## src/rtl/sfm_pkg.sv

```systemverilog
// Shared definitions for the DMB serial-flash (SFM) bus: opcodes, FSM states,
// status bit positions and the status-byte helper.
package sfm_pkg;

    localparam logic [7:0] SFM_OP_READ = 8'h03;
    localparam logic [7:0] SFM_OP_PROG = 8'h02;
    localparam logic [7:0] SFM_OP_WREN = 8'h06;
    localparam logic [7:0] SFM_OP_RDSR = 8'h05;

    localparam int SFM_ST_WIP = 0;
    localparam int SFM_ST_WEL = 1;
    localparam int SFM_ST_WPN = 7;

    localparam int SFM_PAGE_BYTES = 8;
    localparam int SFM_PAGE_IDX_W = $clog2(SFM_PAGE_BYTES);

    typedef enum logic [2:0] {
        ST_IDLE,
        ST_OPCODE,
        ST_ADDR,
        ST_RDATA,
        ST_WDATA,
        ST_STAT,
        ST_WAITCS
    } sfm_state_e;

    function automatic logic [7:0] sfm_status(input logic wp_b, input logic wel, input logic wip);
        logic [7:0] s;
        s             = '0;
        s[SFM_ST_WPN] = ~wp_b;
        s[SFM_ST_WEL] = wel;
        s[SFM_ST_WIP] = wip;
        return s;
    endfunction

endpackage

```

## src/rtl/sfm_responder_if.sv

```systemverilog
// SFM serial bus between the serfmem master and a flash (or this responder).
interface sfm_responder_if;

    logic SFMSCK;
    logic SFMCS_B;
    logic SFMSI;
    logic SFMWP_B;
    logic SFMRST_B;
    logic SFMSO;

    modport master (
        output SFMSCK, SFMCS_B, SFMSI, SFMWP_B, SFMRST_B,
        input  SFMSO
    );

    modport slave (
        input  SFMSCK, SFMCS_B, SFMSI, SFMWP_B, SFMRST_B,
        output SFMSO
    );

endinterface

```

## src/rtl/sfm_in_sync.sv

```systemverilog
// Registers SFMSCK and SFMCS_B and turns them into single-cycle edge strobes;
// strobes combine the live input with its registered copy, so they need no extra latency.
module sfm_in_sync (
    input  logic clk,
    input  logic rst_n,
    input  logic sck,
    input  logic cs_b,
    output logic sck_rise,
    output logic sck_fall,
    output logic cs_fall,
    output logic cs_rise
);

    logic sck_q, sck_d;
    logic cs_b_q, cs_b_d;

    always_comb begin
        sck_d  = sck;
        cs_b_d = cs_b;
    end

    // NOTE: sequential state uses <= so every flop samples pre-edge values; always_comb uses = .
    always_ff @(posedge clk or negedge rst_n) begin
        if (!rst_n) begin
            sck_q  <= 1'b0;
            cs_b_q <= 1'b1;
        end else begin
            sck_q  <= sck_d;
            cs_b_q <= cs_b_d;
        end
    end

    assign sck_rise = sck & ~sck_q;
    assign sck_fall = ~sck & sck_q;
    assign cs_fall  = ~cs_b & cs_b_q;
    assign cs_rise  = cs_b & ~cs_b_q;

endmodule

```

## src/rtl/sfm_responder.sv

```systemverilog
// SFM flash responder: decodes READ/PROG/WREN/RDSR from the serial bus, answers on SO,
// holds a small register-based storage array and emulates program busy time.
module sfm_responder
    import sfm_pkg::*;
#(
    parameter int                     MEM_BYTES = 8,
    parameter int                     PROG_CYC  = 64,
    parameter logic [8*MEM_BYTES-1:0] INIT      = '0
) (
    input  logic                     CLKCMS,
    input  logic                     RST_B,
    sfm_responder_if.slave           sfm,
    output logic                     BUSY,
    output logic [8*MEM_BYTES-1:0]   MEMDOUT,
    output logic [7:0]               CMDCNT
);

    localparam int AW = $clog2(MEM_BYTES);
    localparam int WW = $clog2(PROG_CYC + 1);

    logic sck_rise, sck_fall, cs_fall, cs_rise;

    sfm_in_sync u_sync (
        .clk      (CLKCMS),
        .rst_n    (RST_B),
        .sck      (sfm.SFMSCK),
        .cs_b     (sfm.SFMCS_B),
        .sck_rise (sck_rise),
        .sck_fall (sck_fall),
        .cs_fall  (cs_fall),
        .cs_rise  (cs_rise)
    );

    sfm_state_e                           state_q, state_d;
    logic [4:0]                           bit_cnt_q, bit_cnt_d;
    logic [23:0]                          shreg_q, shreg_d;
    logic [AW-1:0]                        addr_q, addr_d;
    logic                                 so_q, so_d;
    logic                                 wel_q, wel_d;
    logic                                 done_q, done_d;
    logic                                 is_prog_q, is_prog_d;
    logic [7:0]                           cmd_cnt_q, cmd_cnt_d;
    logic [WW-1:0]                        wip_cnt_q, wip_cnt_d;
    logic [MEM_BYTES-1:0][7:0]            mem_q, mem_d;
    logic [SFM_PAGE_BYTES-1:0][7:0]       page_data_q, page_data_d;
    logic [SFM_PAGE_BYTES-1:0][AW-1:0]    page_addr_q, page_addr_d;
    logic [SFM_PAGE_BYTES-1:0]            page_vld_q, page_vld_d;

    logic                                 wip;
    logic [23:0]                          rx_bits;
    logic [7:0]                           rx_byte;
    logic [7:0]                           status;
    logic                                 commit;

    assign wip     = (wip_cnt_q != '0);
    assign rx_bits = {shreg_q[22:0], sfm.SFMSI};
    assign rx_byte = rx_bits[7:0];
    assign status  = sfm_status(sfm.SFMWP_B, wel_q, wip);

    // The MSB of the address shifter falls off the end; only the low AW bits address storage.
    logic unused_shreg_msb;
    assign unused_shreg_msb = shreg_q[23];

    // NOTE: every always_comb output gets its default first, so no path can infer a latch.
    always_comb begin
        state_d     = state_q;
        bit_cnt_d   = bit_cnt_q;
        shreg_d     = shreg_q;
        addr_d      = addr_q;
        so_d        = so_q;
        wel_d       = wel_q;
        done_d      = done_q;
        is_prog_d   = is_prog_q;
        cmd_cnt_d   = cmd_cnt_q;
        mem_d       = mem_q;
        page_data_d = page_data_q;
        page_addr_d = page_addr_q;
        page_vld_d  = page_vld_q;
        commit      = 1'b0;
        wip_cnt_d   = wip ? wip_cnt_q - WW'(1) : '0;

        if (!sfm.SFMRST_B) begin
            state_d   = ST_IDLE;
            bit_cnt_d = '0;
            so_d      = 1'b0;
            done_d    = 1'b0;
            wel_d     = 1'b0;
            wip_cnt_d = '0;
        end else if (sfm.SFMCS_B) begin
            // CS_B high dominates any SCK edge seen in the same cycle.
            state_d   = ST_IDLE;
            bit_cnt_d = '0;
            so_d      = 1'b0;
            done_d    = 1'b0;
            if (cs_rise) begin
                commit = (state_q == ST_WDATA) && wel_q && sfm.SFMWP_B && (page_vld_q != '0);
                if (commit) begin
                    for (int i = 0; i < SFM_PAGE_BYTES; i++) begin
                        if (page_vld_q[i]) mem_d[page_addr_q[i]] = page_data_q[i];
                    end
                    wel_d     = 1'b0;
                    wip_cnt_d = WW'(PROG_CYC);
                end
                if (commit || done_q) cmd_cnt_d = cmd_cnt_q + 8'd1;
            end
        end else begin
            case (state_q)
                ST_IDLE: begin
                    if (cs_fall) begin
                        state_d   = ST_OPCODE;
                        bit_cnt_d = '0;
                    end
                end
                ST_OPCODE: begin
                    if (sck_rise) begin
                        shreg_d   = rx_bits;
                        bit_cnt_d = bit_cnt_q + 5'd1;
                        if (bit_cnt_q == 5'd7) begin
                            bit_cnt_d = '0;
                            is_prog_d = (rx_byte == SFM_OP_PROG);
                            case (rx_byte)
                                SFM_OP_READ, SFM_OP_PROG: begin
                                    if (wip) begin
                                        state_d = ST_WAITCS;
                                    end else begin
                                        state_d    = ST_ADDR;
                                        page_vld_d = '0;
                                    end
                                end
                                SFM_OP_WREN: begin
                                    state_d = ST_WAITCS;
                                    wel_d   = 1'b1;
                                    done_d  = 1'b1;
                                end
                                SFM_OP_RDSR: begin
                                    state_d = ST_STAT;
                                    done_d  = 1'b1;
                                end
                                default: state_d = ST_WAITCS;
                            endcase
                        end
                    end
                end
                ST_ADDR: begin
                    if (sck_rise) begin
                        shreg_d   = rx_bits;
                        bit_cnt_d = bit_cnt_q + 5'd1;
                        if (bit_cnt_q == 5'd23) begin
                            bit_cnt_d = '0;
                            addr_d    = rx_bits[AW-1:0];
                            state_d   = is_prog_q ? ST_WDATA : ST_RDATA;
                        end
                    end
                end
                ST_RDATA: begin
                    if (sck_fall) begin
                        so_d      = mem_q[addr_q][3'd7 - bit_cnt_q[2:0]];
                        bit_cnt_d = bit_cnt_q + 5'd1;
                        if (bit_cnt_q == 5'd7) begin
                            bit_cnt_d = '0;
                            addr_d    = addr_q + AW'(1);
                            done_d    = 1'b1;
                        end
                    end
                end
                ST_STAT: begin
                    if (sck_fall) begin
                        so_d      = status[3'd7 - bit_cnt_q[2:0]];
                        bit_cnt_d = (bit_cnt_q == 5'd7) ? 5'd0 : bit_cnt_q + 5'd1;
                    end
                end
                ST_WDATA: begin
                    if (sck_rise) begin
                        shreg_d   = rx_bits;
                        bit_cnt_d = bit_cnt_q + 5'd1;
                        if (bit_cnt_q == 5'd7) begin
                            bit_cnt_d = '0;
                            page_data_d[addr_q[SFM_PAGE_IDX_W-1:0]] = rx_byte;
                            page_addr_d[addr_q[SFM_PAGE_IDX_W-1:0]] = addr_q;
                            page_vld_d[addr_q[SFM_PAGE_IDX_W-1:0]]  = 1'b1;
                            addr_d = addr_q + AW'(1);
                        end
                    end
                end
                ST_WAITCS: ;
                default: state_d = ST_IDLE;
            endcase
        end
    end

    // NOTE: storage is reset because the part must power up holding INIT; the page buffer is
    // reset too so a refused or aborted program can never leak stale bytes.
    always_ff @(posedge CLKCMS or negedge RST_B) begin
        if (!RST_B) begin
            state_q     <= ST_IDLE;
            bit_cnt_q   <= '0;
            shreg_q     <= '0;
            addr_q      <= '0;
            so_q        <= 1'b0;
            wel_q       <= 1'b0;
            done_q      <= 1'b0;
            is_prog_q   <= 1'b0;
            cmd_cnt_q   <= '0;
            wip_cnt_q   <= '0;
            mem_q       <= INIT;
            page_data_q <= '0;
            page_addr_q <= '0;
            page_vld_q  <= '0;
        end else begin
            state_q     <= state_d;
            bit_cnt_q   <= bit_cnt_d;
            shreg_q     <= shreg_d;
            addr_q      <= addr_d;
            so_q        <= so_d;
            wel_q       <= wel_d;
            done_q      <= done_d;
            is_prog_q   <= is_prog_d;
            cmd_cnt_q   <= cmd_cnt_d;
            wip_cnt_q   <= wip_cnt_d;
            mem_q       <= mem_d;
            page_data_q <= page_data_d;
            page_addr_q <= page_addr_d;
            page_vld_q  <= page_vld_d;
        end
    end

    assign sfm.SFMSO = so_q;
    assign BUSY      = wip;
    assign MEMDOUT   = mem_q;
    assign CMDCNT    = cmd_cnt_q;

endmodule
```

## src/flat_wrapper.sv

```systemverilog
// flat-port wrapper written by rule: the top's interface ports become plain ports
module sfm_responder_flat import sfm_pkg::*;
#(
    parameter int                     MEM_BYTES = 8,
    parameter int                     PROG_CYC  = 64,
    parameter logic [8*MEM_BYTES-1:0] INIT      = '0
)
  (CLKCMS, RST_B, BUSY, MEMDOUT, CMDCNT, sfm_SFMSCK, sfm_SFMCS_B, sfm_SFMSI, sfm_SFMWP_B, sfm_SFMRST_B, sfm_SFMSO);
  sfm_responder_if sfm_i ();
  input  logic CLKCMS;
  input  logic RST_B;
  output logic BUSY;
  output logic [8*MEM_BYTES-1:0] MEMDOUT;
  output logic [7:0] CMDCNT;
  input wire logic [$bits(sfm_i.SFMSCK)-1:0] sfm_SFMSCK;
  input wire logic [$bits(sfm_i.SFMCS_B)-1:0] sfm_SFMCS_B;
  input wire logic [$bits(sfm_i.SFMSI)-1:0] sfm_SFMSI;
  input wire logic [$bits(sfm_i.SFMWP_B)-1:0] sfm_SFMWP_B;
  input wire logic [$bits(sfm_i.SFMRST_B)-1:0] sfm_SFMRST_B;
  output wire logic [$bits(sfm_i.SFMSO)-1:0] sfm_SFMSO;
  assign sfm_i.SFMSCK = sfm_SFMSCK;
  assign sfm_i.SFMCS_B = sfm_SFMCS_B;
  assign sfm_i.SFMSI = sfm_SFMSI;
  assign sfm_i.SFMWP_B = sfm_SFMWP_B;
  assign sfm_i.SFMRST_B = sfm_SFMRST_B;
  assign sfm_SFMSO = sfm_i.SFMSO;
  sfm_responder #(.MEM_BYTES(MEM_BYTES), .PROG_CYC(PROG_CYC), .INIT(INIT)) u_core (.CLKCMS(CLKCMS), .RST_B(RST_B), .sfm(sfm_i), .BUSY(BUSY), .MEMDOUT(MEMDOUT), .CMDCNT(CMDCNT));
endmodule
```

## config.mk

```make
export PLATFORM = sky130hd
export DESIGN_NAME = sfm_responder_flat
export DESIGN_NICKNAME = d
export VERILOG_FILES = /design/src/rtl/sfm_pkg.sv /design/src/rtl/sfm_responder_if.sv /design/src/rtl/sfm_in_sync.sv /design/src/rtl/sfm_responder.sv /design/src/flat_wrapper.sv
export SDC_FILE = /design/constraint.sdc
export NUM_CORES = 1
export LEC_CHECK = 0
export CORE_UTILIZATION = 40
export CTS_CLUSTER_SIZE = 28
export DETAILED_ROUTE_END_ITERATION = 8
export SETUP_SLACK_MARGIN = 0.15
export SLEW_MARGIN = 20
export SYNTH_ARGS = -nofsm -noshare
export SYNTH_HDL_FRONTEND = slang
export SYNTH_SLANG_ARGS = --single-unit
```

## constraint.sdc

```tcl
create_clock -name CLKCMS -period 2.4 [get_ports CLKCMS]
set_input_delay 0.36 -clock CLKCMS [delete_from_list [all_inputs] [get_ports CLKCMS]]
set_output_delay 0.36 -clock CLKCMS [all_outputs]
set_load 0.005 [all_outputs]
```

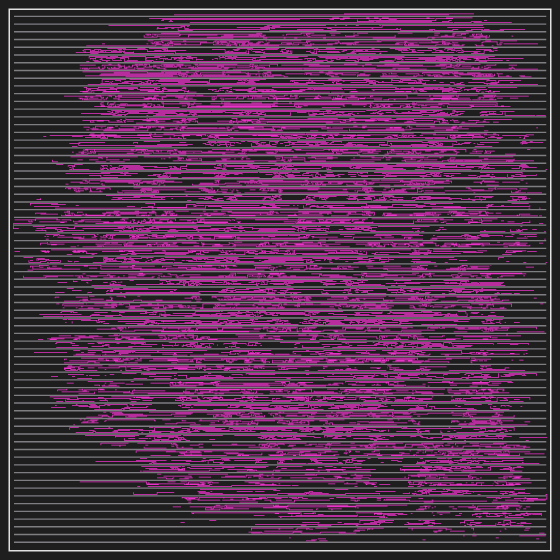
Figure 1: met1 routing.
Supply wires on this layer in grey.
The layer carries 27.7 mm of wire. The longest straight run is 100 um. 1743 nets have wire on it.
via count: 15300
routed wire length: 69300 um

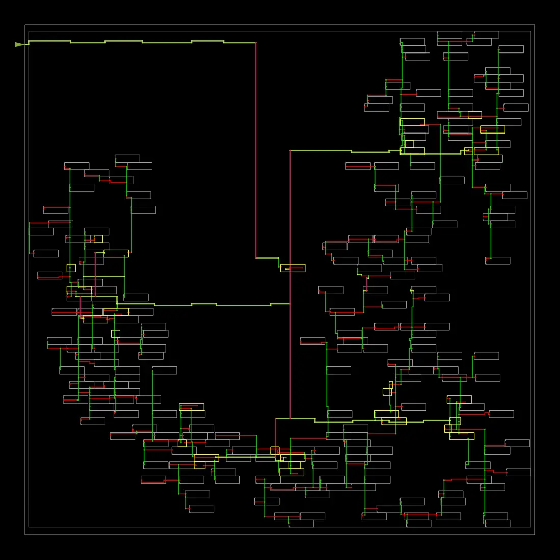
Figure 2: clock routing.
Clock Buffer Count: 19
Clock Power: 2.82 mW

==> results.json <==
{
  "final_core_utilization": 0.488,
  "logic_family": "AND-OR/OR-AND gates",
  "htreeDepth": 4,
  "drv.max_cap_violation_count": 0,
  "syn_nets": 1781,
  "globalplace.congestion": 1.04,
  "area.sequential_mm2": 0.00499,
  "drc": 0,
  "power.density_cell_area_mw_per_mm2": 422,
  "crit_chain": "clkbuf_2 -> nor4bb_2 -> buf_4 -> mux2i_1 -> a211o_1 -> a31oi_1 -> o21ai_0 -> a31oi_1",
  "n_all_inverters": 11,
  "cts_sinks": 199,
  "end_kind": "register",
  "timing_hold_violations_final": 0,
  "layout.non_clock_buffers": 260,
  "largest_power_group": "sequential cells",
  "filler_cell_count_in_the_final_layout": 3365,
  "chipArea_mm2": 0.0361,
  "max-slew-margin-rel": 0.323,
  "setup.worst_path.end": "u_core.MEMDOUT[33]$_DFFE_PN0P_",
  "yosys_register_bits": 199,
  "cts_buffer_depth": 2,
  "outcome": "finished, final reports clean",
  "highest_count_cells_in_the_layout_ignoring_fill_and_taps": "nor2_1, nand2_1, dfrtp_1",
  "critical_path_buf_inv_count": 2,
  "synth_async_sr_flop_share": 1.00,
  "finalWorstPathRequiredPeriod_ns": 2.34,
  "area_growth_syn_to_layout_pct": 19.7,
  "grt_start_max_net_pins": 68,
  "biggest_area_cells": "dfrtp_1, nor2_1, nand2_1, mux2_2, a31oi_1",
  "post_synthesis_cell_area_mm2": 0.0141
}
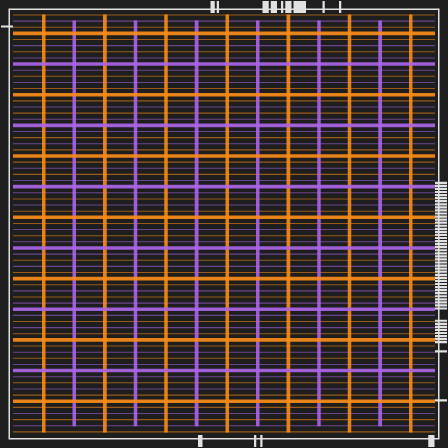
Figure 3: power grid.
Pins as bars on the die edge.
Orange stands for VSS. Purple stands for VDD.
69 met1 rails follow the rows. 81 signal pins sit on the boundary. 13 straps on met5. 13 straps on met4. The core has 68 rows.
largest voltage drop on the vdd net: 0.534 mV
floorplan die width: 190 um

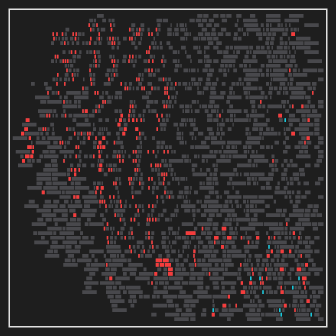
Figure 4: gate families picked out.
Red stands for nand cells, cells 315, where spread over the die. Cyan stands for inv cells, cells 11, where bottom right.

Power and IR drop assume default switching activity.
